File: config.mk
export PLATFORM = sky130hd
export DESIGN_NAME = row_pattern_driver
export DESIGN_NICKNAME = d
export VERILOG_FILES = /design/src/rtl/matrix_pkg.sv /design/src/rtl/frame_double_buffer.sv /design/src/rtl/row_pattern_driver.sv
export SDC_FILE = /design/constraint.sdc
export NUM_CORES = 1
export LEC_CHECK = 0
export CAP_MARGIN = 30
export CELL_PAD_IN_SITES_DETAIL_PLACEMENT = 1
export CELL_PAD_IN_SITES_GLOBAL_PLACEMENT = 2
export CORE_AREA = 5 5 94 96
export DETAILED_ROUTE_END_ITERATION = 12
export DIE_AREA = 0 0 99 101
export PLACE_DENSITY = 0.79
export SYNTH_ARGS = -nofsm -noshare
export SYNTH_HDL_FRONTEND = slang
export SYNTH_SLANG_ARGS = --single-unit
File: constraint.sdc
create_clock -name clock -period 2.6 [get_ports clock]
set_clock_uncertainty 0.1 [all_clocks]
set_input_delay 0.52 -clock clock [delete_from_list [all_inputs] [get_ports clock]]
set_output_delay 0.52 -clock clock [all_outputs]
set_load 0.05 [all_outputs]
File: src/rtl/matrix_pkg.sv
// Shared types and constants for the LED matrix row/column path.
package matrix_pkg;

    typedef enum logic [1:0] {
        IDLE  = 2'd0,
        BLANK = 2'd1,
        DRIVE = 2'd2
    } state_t;

    localparam logic [2:0] COL_OUTER  = 3'b100;
    localparam logic [2:0] COL_INNER  = 3'b010;
    localparam logic [2:0] COL_CENTRE = 3'b001;

    localparam int DEFAULT_ROWS = 7;

    function automatic logic is_one_hot(input logic [2:0] c);
        return (c == COL_OUTER) || (c == COL_INNER) || (c == COL_CENTRE);
    endfunction

endpackage

File: src/rtl/frame_double_buffer.sv
// Shadow/active frame store: one pending frame at most, promoted to active on the swap strobe.
module frame_double_buffer
    import matrix_pkg::*;
#(
    parameter int ROWS = DEFAULT_ROWS
) (
    input  logic              clock,
    input  logic              reset,
    input  logic [3*ROWS-1:0] frame_data,
    input  logic              frame_valid,
    input  logic              swap,
    output logic              frame_ready,
    output logic              pending,
    output logic [3*ROWS-1:0] active
);

    logic [3*ROWS-1:0] shadow_q, shadow_d;
    logic [3*ROWS-1:0] active_q, active_d;
    logic              pending_q, pending_d;
    logic              ready_q, ready_d;
    logic              xfer_s;

    // Next-state for the buffers; a swap and a transfer never coincide because ready is low while pending.
    always_comb begin
        shadow_d  = shadow_q;
        active_d  = active_q;
        pending_d = pending_q;
        xfer_s    = frame_valid && ready_q;
        if (swap && pending_q) begin
            active_d  = shadow_q;
            pending_d = 1'b0;
        end else if (xfer_s) begin
            shadow_d  = frame_data;
            pending_d = 1'b1;
        end else begin
            pending_d = pending_q;
        end
        ready_d = !pending_d;
    end

    // Buffer registers.
    always_ff @(posedge clock or negedge reset) begin
        if (!reset) begin
            shadow_q  <= '0;
            active_q  <= '0;
            pending_q <= 1'b0;
            ready_q   <= 1'b1;
        end else begin
            shadow_q  <= shadow_d;
            active_q  <= active_d;
            pending_q <= pending_d;
            ready_q   <= ready_d;
        end
    end

    assign frame_ready = ready_q;
    assign pending     = pending_q;
    assign active      = active_q;

endmodule

File: src/rtl/row_pattern_driver.sv
// Row driver: blanks on every column change, then drives the active frame's pattern for the sampled column.
module row_pattern_driver
    import matrix_pkg::*;
#(
    parameter int ROWS         = DEFAULT_ROWS,
    parameter int BLANK_CYCLES = 2
) (
    input  logic              clock,
    input  logic              reset,
    input  logic [2:0]        col,
    input  logic [3*ROWS-1:0] frame_data,
    input  logic              frame_valid,
    output logic              frame_ready,
    output logic [ROWS-1:0]   row,
    output logic              row_valid,
    output logic              col_error
);

    localparam logic [3:0] BLANK_LOAD = 4'(BLANK_CYCLES);

    state_t            state_q, state_d;
    logic [3:0]        cnt_q, cnt_d;
    logic [2:0]        col_q;
    logic [ROWS-1:0]   row_q, row_d;
    logic              row_valid_q, row_valid_d;
    logic              col_error_q, col_error_d;
    logic              col_ok_s, col_chg_s, swap_s, pending_s;
    logic [3*ROWS-1:0] active_s;

    frame_double_buffer #(.ROWS(ROWS)) u_buf (
        .clock       (clock),
        .reset       (reset),
        .frame_data  (frame_data),
        .frame_valid (frame_valid),
        .swap        (swap_s),
        .frame_ready (frame_ready),
        .pending     (pending_s),
        .active      (active_s)
    );

    function automatic logic [ROWS-1:0] pick(input logic [3*ROWS-1:0] f, input logic [2:0] c);
        case (c)
            COL_OUTER:  return f[ROWS-1:0];
            COL_INNER:  return f[2*ROWS-1:ROWS];
            COL_CENTRE: return f[3*ROWS-1:2*ROWS];
            default:    return '0;
        endcase
    endfunction

    // Swap only at the start of a scan cycle: a fresh transition onto the outer column.
    always_comb begin
        col_ok_s  = is_one_hot(col);
        col_chg_s = (col != col_q);
        swap_s    = pending_s && (col == COL_OUTER) && col_chg_s;
    end

    // Blanking FSM and pattern selection, computed one cycle ahead of the registered outputs.
    always_comb begin
        state_d     = state_q;
        cnt_d       = cnt_q;
        col_error_d = !col_ok_s;
        case (state_q)
            IDLE: begin
                if (swap_s) begin
                    state_d = BLANK;
                    cnt_d   = BLANK_LOAD;
                end else begin
                    state_d = IDLE;
                end
            end
            BLANK, DRIVE: begin
                // Recovery from an invalid column restarts blanking just like a column change.
                if (!col_ok_s || col_chg_s || col_error_q) begin
                    state_d = BLANK;
                    cnt_d   = BLANK_LOAD;
                end else if (state_q == BLANK) begin
                    if (cnt_q <= 4'd1) begin
                        state_d = DRIVE;
                        cnt_d   = 4'd0;
                    end else begin
                        cnt_d = cnt_q - 4'd1;
                    end
                end else begin
                    state_d = DRIVE;
                end
            end
            default: begin
                state_d = IDLE;
                cnt_d   = 4'd0;
            end
        endcase
        if (state_d == DRIVE) begin
            row_d       = pick(active_s, col);
            row_valid_d = 1'b1;
        end else begin
            row_d       = '0;
            row_valid_d = 1'b0;
        end
    end

    // State and output registers.
    always_ff @(posedge clock or negedge reset) begin
        if (!reset) begin
            state_q     <= IDLE;
            cnt_q       <= 4'd0;
            col_q       <= COL_OUTER;
            row_q       <= '0;
            row_valid_q <= 1'b0;
            col_error_q <= 1'b0;
        end else begin
            state_q     <= state_d;
            cnt_q       <= cnt_d;
            col_q       <= col;
            row_q       <= row_d;
            row_valid_q <= row_valid_d;
            col_error_q <= col_error_d;
        end
    end

    assign row       = row_q;
    assign row_valid = row_valid_q;
    assign col_error = col_error_q;

endmodule
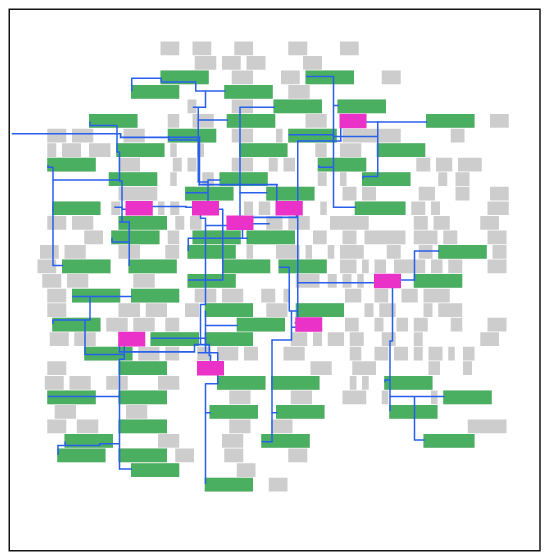
Figure 1: clock network drawn from the DEF.
[green] flip-flops | count: 62
[blue] clock wires | length: 777 µm
[magenta] clock-net drivers | count: 9
routed clock nets	10

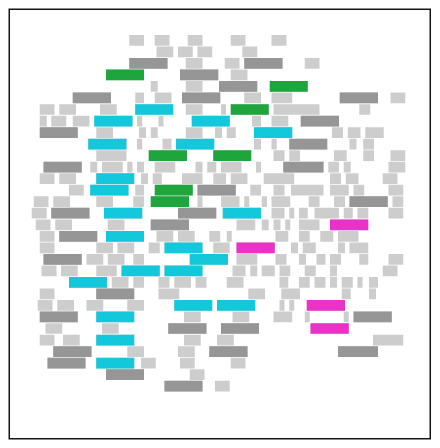
Figure 2: sequential cells grouped by signal name.
Other sequential cells in the stronger grey, the rest of the logic in the fainter grey.
colour	signal	flops
green	row	7
cyan	u_buf.active	21
magenta	cnt_q	4
not coloured	30

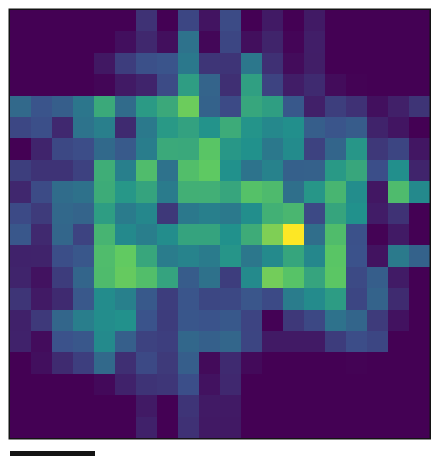
Figure 3: wiring heat map.
Scale bar: 20 µm. 20 x 20 tiles, from dark purple (low) to yellow (high), scaled to the fullest tile. Values are wire area over tile area, all layers added.
emptiest ninth of the die	south-east
nearly empty tiles	27%
densest ninth of the die	centre
mean over tiles	0.085
tiles over half the peak	16%

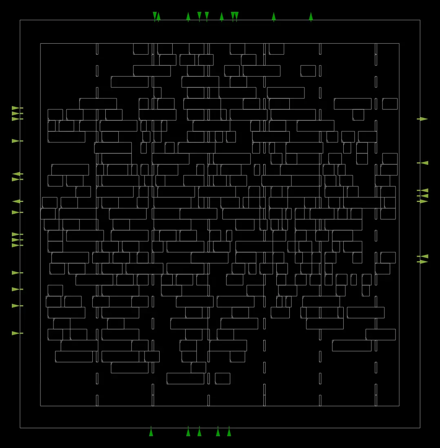
Figure 4: placed standard cells.
# fillers: 824
Seq/total area: 44.8%
Flops: 62
# rows: 33
CORE AREA: 7970 µm²

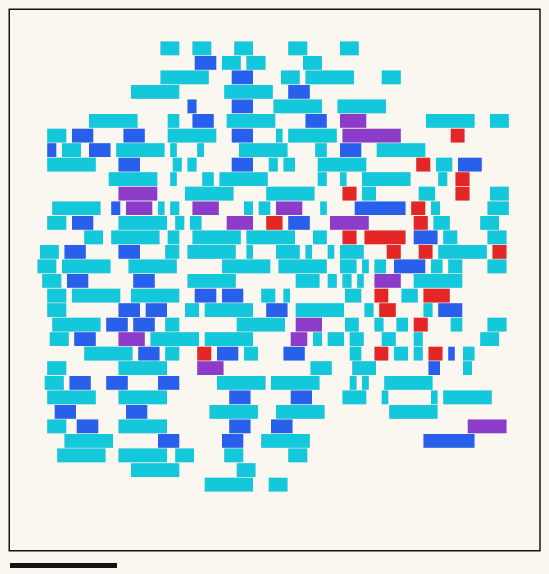
Figure 5: cell sizes after repair.
Scale bar: 20 µm.
colour	size	cells
blue	x2	53
purple	x6 and larger	14
red	x3 and x4	20
cyan	x1 and smaller	171

==> deck_impl_summary.md <==
Key Metrics from the Run

Floorplanning
  – Die Size: 10000 µm²
  – Die X: 99 µm
  – # IOs: 37

Detailed routing
  – DRC: 0
  – WL final: 5.54 mm
  – Antenna Nets Post-Route: 0
  – Initial DRC Count: 46
  – Pre-antenna DRT Iters: 4
  – DR top layer: met4
  – Wire per inst: 15.3 µm
  – M1 WL: 2.49 mm

Synthesis
  – Top FF cell, synth: dfrtp_1
  – Syn Std Cell Area: 2660 µm²
  – Flops after synth: 62
  – Synthesized instance count: 196
  – Seq/Total Area, Yosys: 58.4%
  – Library cells used by synthesis: 39
  – Ys cells: 196
  – Area fraction in xor and xnor cells: 0.988%

Final layout
  – Number of logic gates: 119
  – Signal buffers: 54
  – Combinational share of cell area: 29.8%
  – Invs w/o clock: 7
  – Final core occ: 43.5%
  – Buffering overhead: 15.2%
  – Top cell category: registers

Final timing
  – Final Critical Period: 2.32 ns
  – Unrepaired setup endpoints after global routing: no
  – Slew headroom: 59.2%
  – Setup violators final: 0

Power and ir drop
  – PD cells: 864 nW/µm²
  – Share of total power in the clock network: 27.6%
  – Register share of total power: 50.3%

CTS
  – CTS Sinks: 62
  – Late-Pin Clk Latency: 0.33 ns
  – Total CTS buffers: 9

Run
  – Tool warnings: 29

GRT
  – First-pass GRT wire length: 9.55 mm
  – Total GRT Usage: 12.3%

Placed design
  – IO Port Bufs: 36

Outcome
  – Status: complete, no violations

Setup path
  – Crit-path slowest cell: clkdlybuf4s50_1
  – Cell family with most CP delay: buffers and inverters
## final timing paths
kind / start / cells after the start / end
setup / recovery: col[2] / 9 / row[1]
hold / removal: reset / 1 / u_buf.shadow_q[2]
setup reg to reg: cnt_q[0] / 8 / row[1]
hold reg to reg: u_buf.shadow_q[5] / 1 / u_buf.active[5]
max in group asynchronous: reset / 2 / u_buf.frame_ready
min in group clock: u_buf.shadow_q[5] / 1 / u_buf.active[5]
## metal layers
layer  track usage (%)  up-vias
met4              3.78        0
li1                  -      815
met3              3.74        6
met5                 0        -
met2              20.5       33
met1              15.4      868
No activity file was given, so power comes from the tool's default toggle rates.
